File: config.mk
export PLATFORM = sky130hd
export DESIGN_NAME = proc_n_flat
export DESIGN_NICKNAME = d
export VERILOG_FILES = /design/src/rtl/proc_n_if.sv /design/src/rtl/proc_n.sv /design/src/flat_wrapper.sv
export SDC_FILE = /design/constraint.sdc
export NUM_CORES = 1
export LEC_CHECK = 0
export CELL_PAD_IN_SITES_DETAIL_PLACEMENT = 1
export CELL_PAD_IN_SITES_GLOBAL_PLACEMENT = 1
export CORE_UTILIZATION = 50
export DETAILED_ROUTE_END_ITERATION = 7
export HOLD_SLACK_MARGIN = 0.15
export PLACE_DENSITY = 0.88
export REMOVE_ABC_BUFFERS = 1
export SLEW_MARGIN = 15
export SYNTH_ARGS = -nofsm -noshare
export SYNTH_HDL_FRONTEND = slang
export SYNTH_SLANG_ARGS = --single-unit
File: constraint.sdc
create_clock -name i_clk -period 5.9 [get_ports i_clk]
set_input_delay 1.18 -clock i_clk [delete_from_list [all_inputs] [get_ports i_clk]]
set_output_delay 1.18 -clock i_clk [all_outputs]
set_load 0.005 [all_outputs]
File: src/rtl/proc_n_if.sv
// proc_n_if: groups the run/instruction/debug signals of the proc_n bus processor.
// Latency: wiring only. Backpressure: none; the master holds Run/DIN, Busy tells it when an instruction is in flight.
// Signals (named from the processor's side): i_run start request, i_din instruction/immediate,
//   o_done last cycle of an instruction, o_busy not in T0, o_bus_wires internal bus value,
//   i_reg_sel debug register index, o_reg_out combinational read of R[i_reg_sel].
interface proc_n_if #(
  parameter int DW   = 16,
  parameter int NREG = 8
);
  localparam int RW = $clog2(NREG);

  logic          i_run;
  logic [DW-1:0] i_din;
  logic          o_done;
  logic          o_busy;
  logic [DW-1:0] o_bus_wires;
  logic [RW-1:0] i_reg_sel;
  logic [DW-1:0] o_reg_out;

  // master drives the processor (testbench / board logic)
  modport master (
    output i_run, i_din, i_reg_sel,
    input  o_done, o_busy, o_bus_wires, o_reg_out
  );

  // slave is the processor itself
  modport slave (
    input  i_run, i_din, i_reg_sel,
    output o_done, o_busy, o_bus_wires, o_reg_out
  );
endinterface

File: src/rtl/proc_n.sv
// proc_n: multi-cycle single-bus processor (mv/mvi/add/sub/and/or/xor/mvnz) with NREG x DW registers.
// Latency: mv/mvi/mvnz take 2 cycles (T0,T1), ALU ops take 4 (T0..T3); next instruction accepted right after Done.
// Backpressure: Run is only sampled in T0; Busy high means any Run request is ignored.
// Ports: i_clk clock, i_reset synchronous active-high reset, cpu (proc_n_if.slave) carries
//   Run, DIN, Done, Busy, BusWires, RegSel and RegOut.
module proc_n #(
  parameter int DW   = 16,   // must satisfy DW >= 3 + 2*RW so an instruction fits in DIN
  parameter int NREG = 8     // power of two, 2..16
) (
  input  logic     i_clk,
  input  logic     i_reset,
  proc_n_if.slave  cpu
);
  localparam int RW  = $clog2(NREG);
  localparam int IRW = 2 * RW + 3;   // only op/X/Y are kept; upper DIN bits are don't-care

  localparam logic [2:0] OP_MV   = 3'b000;
  localparam logic [2:0] OP_MVI  = 3'b001;
  localparam logic [2:0] OP_ADD  = 3'b010;
  localparam logic [2:0] OP_SUB  = 3'b011;
  localparam logic [2:0] OP_AND  = 3'b100;
  localparam logic [2:0] OP_OR   = 3'b101;
  localparam logic [2:0] OP_XOR  = 3'b110;
  localparam logic [2:0] OP_MVNZ = 3'b111;

  typedef enum logic [1:0] {T0, T1, T2, T3} state_t;

  state_t         r_state;
  logic [IRW-1:0] r_ir;
  logic [DW-1:0]  r_regs [NREG];
  logic [DW-1:0]  r_a;
  logic [DW-1:0]  r_g;

  logic [2:0]     w_op;
  logic [RW-1:0]  w_x;
  logic [RW-1:0]  w_y;
  logic [DW-1:0]  w_bus;
  logic [DW-1:0]  w_alu;
  logic           w_done;
  logic           w_short_op;

  assign w_op = r_ir[2*RW+2 -: 3];
  assign w_x  = r_ir[2*RW-1 -: RW];
  assign w_y  = r_ir[RW-1:0];

  // mv/mvi/mvnz finish in T1; everything else goes through the ALU path
  assign w_short_op = (w_op == OP_MV) || (w_op == OP_MVI) || (w_op == OP_MVNZ);

  // Single shared bus: exactly one source per state, zero when idle
  always_comb begin
    w_bus = '0;
    case (r_state)
      T1: begin
        case (w_op)
          OP_MVI:         w_bus = cpu.i_din;
          OP_MV, OP_MVNZ: w_bus = r_regs[w_y];
          default:        w_bus = r_regs[w_x];  // ALU ops load A with R[X]
        endcase
      end
      T2:      w_bus = r_regs[w_y];
      T3:      w_bus = r_g;
      default: w_bus = '0;
    endcase
  end

  // Second operand comes straight off the bus in T2; add/sub wrap modulo 2^DW
  always_comb begin
    w_alu = '0;
    case (w_op)
      OP_ADD:  w_alu = r_a + w_bus;
      OP_SUB:  w_alu = r_a - w_bus;
      OP_AND:  w_alu = r_a & w_bus;
      OP_OR:   w_alu = r_a | w_bus;
      OP_XOR:  w_alu = r_a ^ w_bus;
      default: w_alu = '0;
    endcase
  end

  assign w_done = ((r_state == T1) && w_short_op) || (r_state == T3);

  always_ff @(posedge i_clk) begin
    if (i_reset) begin
      r_state <= T0;
      r_ir    <= '0;
      r_a     <= '0;
      r_g     <= '0;
      for (int i = 0; i < NREG; i++) begin
        r_regs[i] <= '0;
      end
    end else begin
      case (r_state)
        T0: begin
          if (cpu.i_run) begin
            r_ir    <= cpu.i_din[IRW-1:0];
            r_state <= T1;
          end
        end
        T1: begin
          case (w_op)
            OP_MV, OP_MVI: begin
              r_regs[w_x] <= w_bus;
              r_state     <= T0;
            end
            OP_MVNZ: begin
              // G holds the last ALU result; write is suppressed when it is zero
              if (r_g != '0) begin
                r_regs[w_x] <= w_bus;
              end
              r_state <= T0;
            end
            default: begin
              r_a     <= w_bus;
              r_state <= T2;
            end
          endcase
        end
        T2: begin
          r_g     <= w_alu;
          r_state <= T3;
        end
        T3: begin
          r_regs[w_x] <= w_bus;
          r_state     <= T0;
        end
        default: r_state <= T0;
      endcase
    end
  end

  assign cpu.o_done      = w_done;
  assign cpu.o_busy      = (r_state != T0);
  assign cpu.o_bus_wires = w_bus;
  assign cpu.o_reg_out   = r_regs[cpu.i_reg_sel];

endmodule

File: src/flat_wrapper.sv
// flat-port wrapper written by rule: the top's interface ports become plain ports
module proc_n_flat 
#(
  parameter int DW   = 16,                                                               
  parameter int NREG = 8                           
)
  (i_clk, i_reset, cpu_i_run, cpu_i_din, cpu_i_reg_sel, cpu_o_done, cpu_o_busy, cpu_o_bus_wires, cpu_o_reg_out);
  proc_n_if #(.DW(DW), .NREG(NREG)) cpu_i ();
  input  logic i_clk;
  input  logic i_reset;
  input wire logic [$bits(cpu_i.i_run)-1:0] cpu_i_run;
  input wire logic [$bits(cpu_i.i_din)-1:0] cpu_i_din;
  input wire logic [$bits(cpu_i.i_reg_sel)-1:0] cpu_i_reg_sel;
  output wire logic [$bits(cpu_i.o_done)-1:0] cpu_o_done;
  output wire logic [$bits(cpu_i.o_busy)-1:0] cpu_o_busy;
  output wire logic [$bits(cpu_i.o_bus_wires)-1:0] cpu_o_bus_wires;
  output wire logic [$bits(cpu_i.o_reg_out)-1:0] cpu_o_reg_out;
  assign cpu_i.i_run = cpu_i_run;
  assign cpu_i.i_din = cpu_i_din;
  assign cpu_i.i_reg_sel = cpu_i_reg_sel;
  assign cpu_o_done = cpu_i.o_done;
  assign cpu_o_busy = cpu_i.o_busy;
  assign cpu_o_bus_wires = cpu_i.o_bus_wires;
  assign cpu_o_reg_out = cpu_i.o_reg_out;
  proc_n #(.DW(DW), .NREG(NREG)) u_core (.i_clk(i_clk), .i_reset(i_reset), .cpu(cpu_i));
endmodule
### The metal 2 layer

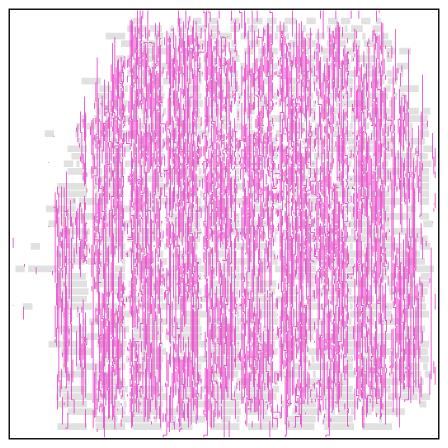
nets with wire on the layer: 1096
longest straight run: 82.1 um
main direction: vertical
vias: 10582
GR Layer Usage met2: 63.8%

==> impl_metrics.yaml <==
# physical design summary
finish:
  nFillCells: 2356
  postLayoutCellArea_um2: 13300
  drive_above_1_share_pct: 20.3
  layout.nets: 1171
  area_delta_synth_final_pct: 14.0
  antenna_cells: 0
worst_setup_path:
  arrival_ns: 5.97
  path_max_fanout: 14
synth:
  yosys-stat-area_um2: 11700
  yosys.stat.seqShare_pct: 41.2
  edf_count: 128
  synth_area_um2: 11700
  synth_warnings: 0
placement:
  dp_hpwl_mm: 30.5
  gp_congestion: 0.972
  post-place-ws_ns: 0.535
clock_tree:
  cts_tree: "yes"
  cts_sinks: 177
  clockBufferDepth: 2
  post_cts_resized: 0
detailed_routing:
  drc: 0
  antenna_left: 0
  via_per_inst: 7.43
  wl_per_cell_um: 33.8
sta:
  min_period_over_period_pct: 95.2
  finalSetupViolations: 0
  max_slew.worst_pin.slew_ns: 1.07
  fmax_mhz: 178
  min_period_ns: 5.62
global_route:
  grt_pass1_vias: 10912
  antenna_found_initial: 0
  grt_util_all_layers_pct: 40.9
  grt-ovfl-total: 0
  grt_pass1_wl_mm: 70.9
die:
  ios: 56
power:
  p_leak_uw: 0.00473
run_status:
  status: "finished, final reports clean"
### The metal 3 layer

Scale bar: 50 um.
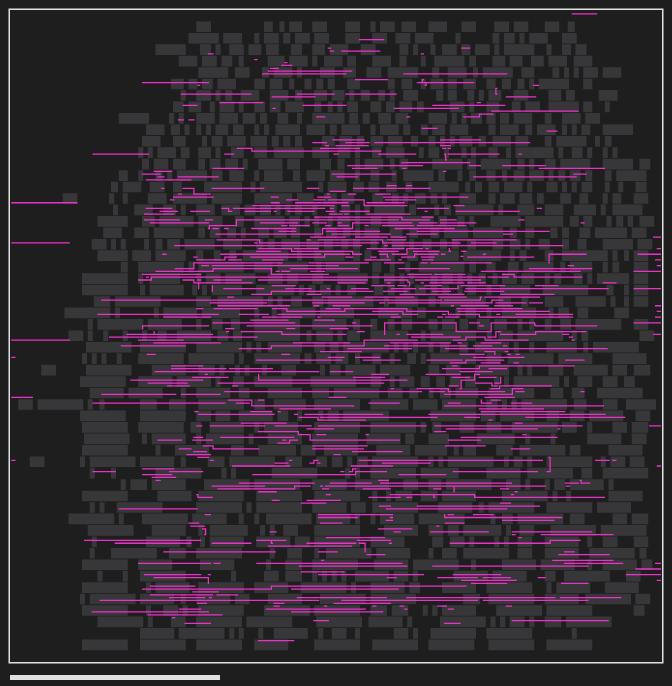
share of all routed wire: 13%
longest straight run: 80.7 um
main direction: horizontal
Routed WL: 48.2 mm
met3 usage: 12.3%

-- critical path, cell delays in order (launching register included) --
cell	delay (ns)
dfxtp_2	0.60
buf_4	0.25
nor2b_1	0.45
a22oi_1	0.34
a31oi_1	0.29
a2bb2oi_1	0.65
nand4_2	0.31
nor2_4	0.27
a41oi_4	0.19
xnor2_1	0.17
ha_1	0.24
or3_1	0.36
o31ai_1	0.52
o21ai_0	0.31
nor3_1	0.22
mux2i_1	0.10
a311oi_1	0.25
-- sequential cells by signal, indices dropped and copies added (netlist names), named ones only --
signal and count:
u_core.r_regs 128, u_core.r_a 16, u_core.r_g 16, u_core.r_ir 9, u_core.r_state 1
-- cell type report --
cell class                 instances  area (um^2)  area share, %
multi-input combinational        750         6340           47.5
sequential                       177         4830           36.2
timing repair buffer             112          981           7.36
clock buffer                      18          429           3.22
tap                              313          392           2.94
clock inverter                    14          210           1.58
inverter                          41          154           1.15
-- routing by layer --
layer  share of wire, %  vias up  global-route usage (%)
li1                   -     4053                       -
met1                 34     5190                    48.5
met2                 45      999                    63.8
met3                 13      340                    12.3
met4                8.6        0                    29.0
met5                  0        -                       0
-- path summary, 6_finish.rpt --
path | start | end | depth (start not counted)
worst min-delay path | u_core.r_ir[0] | flip-flop | 2
worst max register to register | flip-flop | u_core.r_g[15] | 16
worst max-delay path | flip-flop | u_core.r_g[15] | 16
worst min register to register | u_core.r_ir[0] | flip-flop | 2
-- report_power, final --
part           internal (uW)  switching, uW
logic                    390            566
registers               1380           64.8
clock network            660            602
-- stage by stage --
| step | power, uW | instances |
|---|---|---|
| floorplan | 2000 | 968 |
| global placement | 2290 | 1393 |
| detailed placement | 2350 | 1393 |
| CTS | 3600 | 1425 |
| global route | 3720 | 1425 |
| finish | 3660 | 1425 |
-- kinds of logic after synthesis --
kind of cell             synth area share (%)
AND/OR/NAND/NOR                          12.4
AND-OR/OR-AND                            10.7
flip-flops                               41.2
multiplexers                             23.8
buffers and inverters                    4.64
adder cells (fa/ha/maj)                  5.41
XOR/XNOR                                 1.80
-- layout by cell type (no fill, tap or decap), types with 4 or more instances in the layout --
master	count
a211oi_1	10
a21o_1	5
a21oi_1	50
a221oi_1	12
a22o_1	7
a22oi_1	6
a31oi_1	5
and2_1	6
and3_1	6
buf_4	56
clkbuf_16	17
clkdlybuf4s50_1	53
clkinv_8	4
dfxtp_1	45
dfxtp_2	4
edfxtp_1	128
ha_1	49
inv_1	37
inv_6	4
mux2_2	21
mux2i_1	58
mux4_2	86
nand2_1	64
nand2b_1	10
nand3_1	11
nand4_1	4
nor2_1	183
nor2b_1	7
nor3_1	19
nor4_1	7
o21ai_0	16
o21ai_1	6
o22ai_1	20
o31ai_1	6
xnor2_1	19
xor2_1	5
-- Yosys cell counts (11+ instances only) --
master	n	area, um^2
nor2_1	183	687
edfxtp_1	128	3840
mux4_2	86	1940
nand2_1	64	240
mux2i_1	59	591
a21oi_1	50	250
dfxtp_1	49	981
ha_1	49	613
clkbuf_1	40	150
inv_1	37	139
mux2_2	21	236
o22ai_1	20	125
nor3_1	19	95.1
xnor2_1	19	166
o21ai_0	16	80.1
buf_2	14	70.1
buf_1	13	48.8
a221oi_1	12	105
nand3_1	11	55.1
Power and IR drop assume default switching activity.
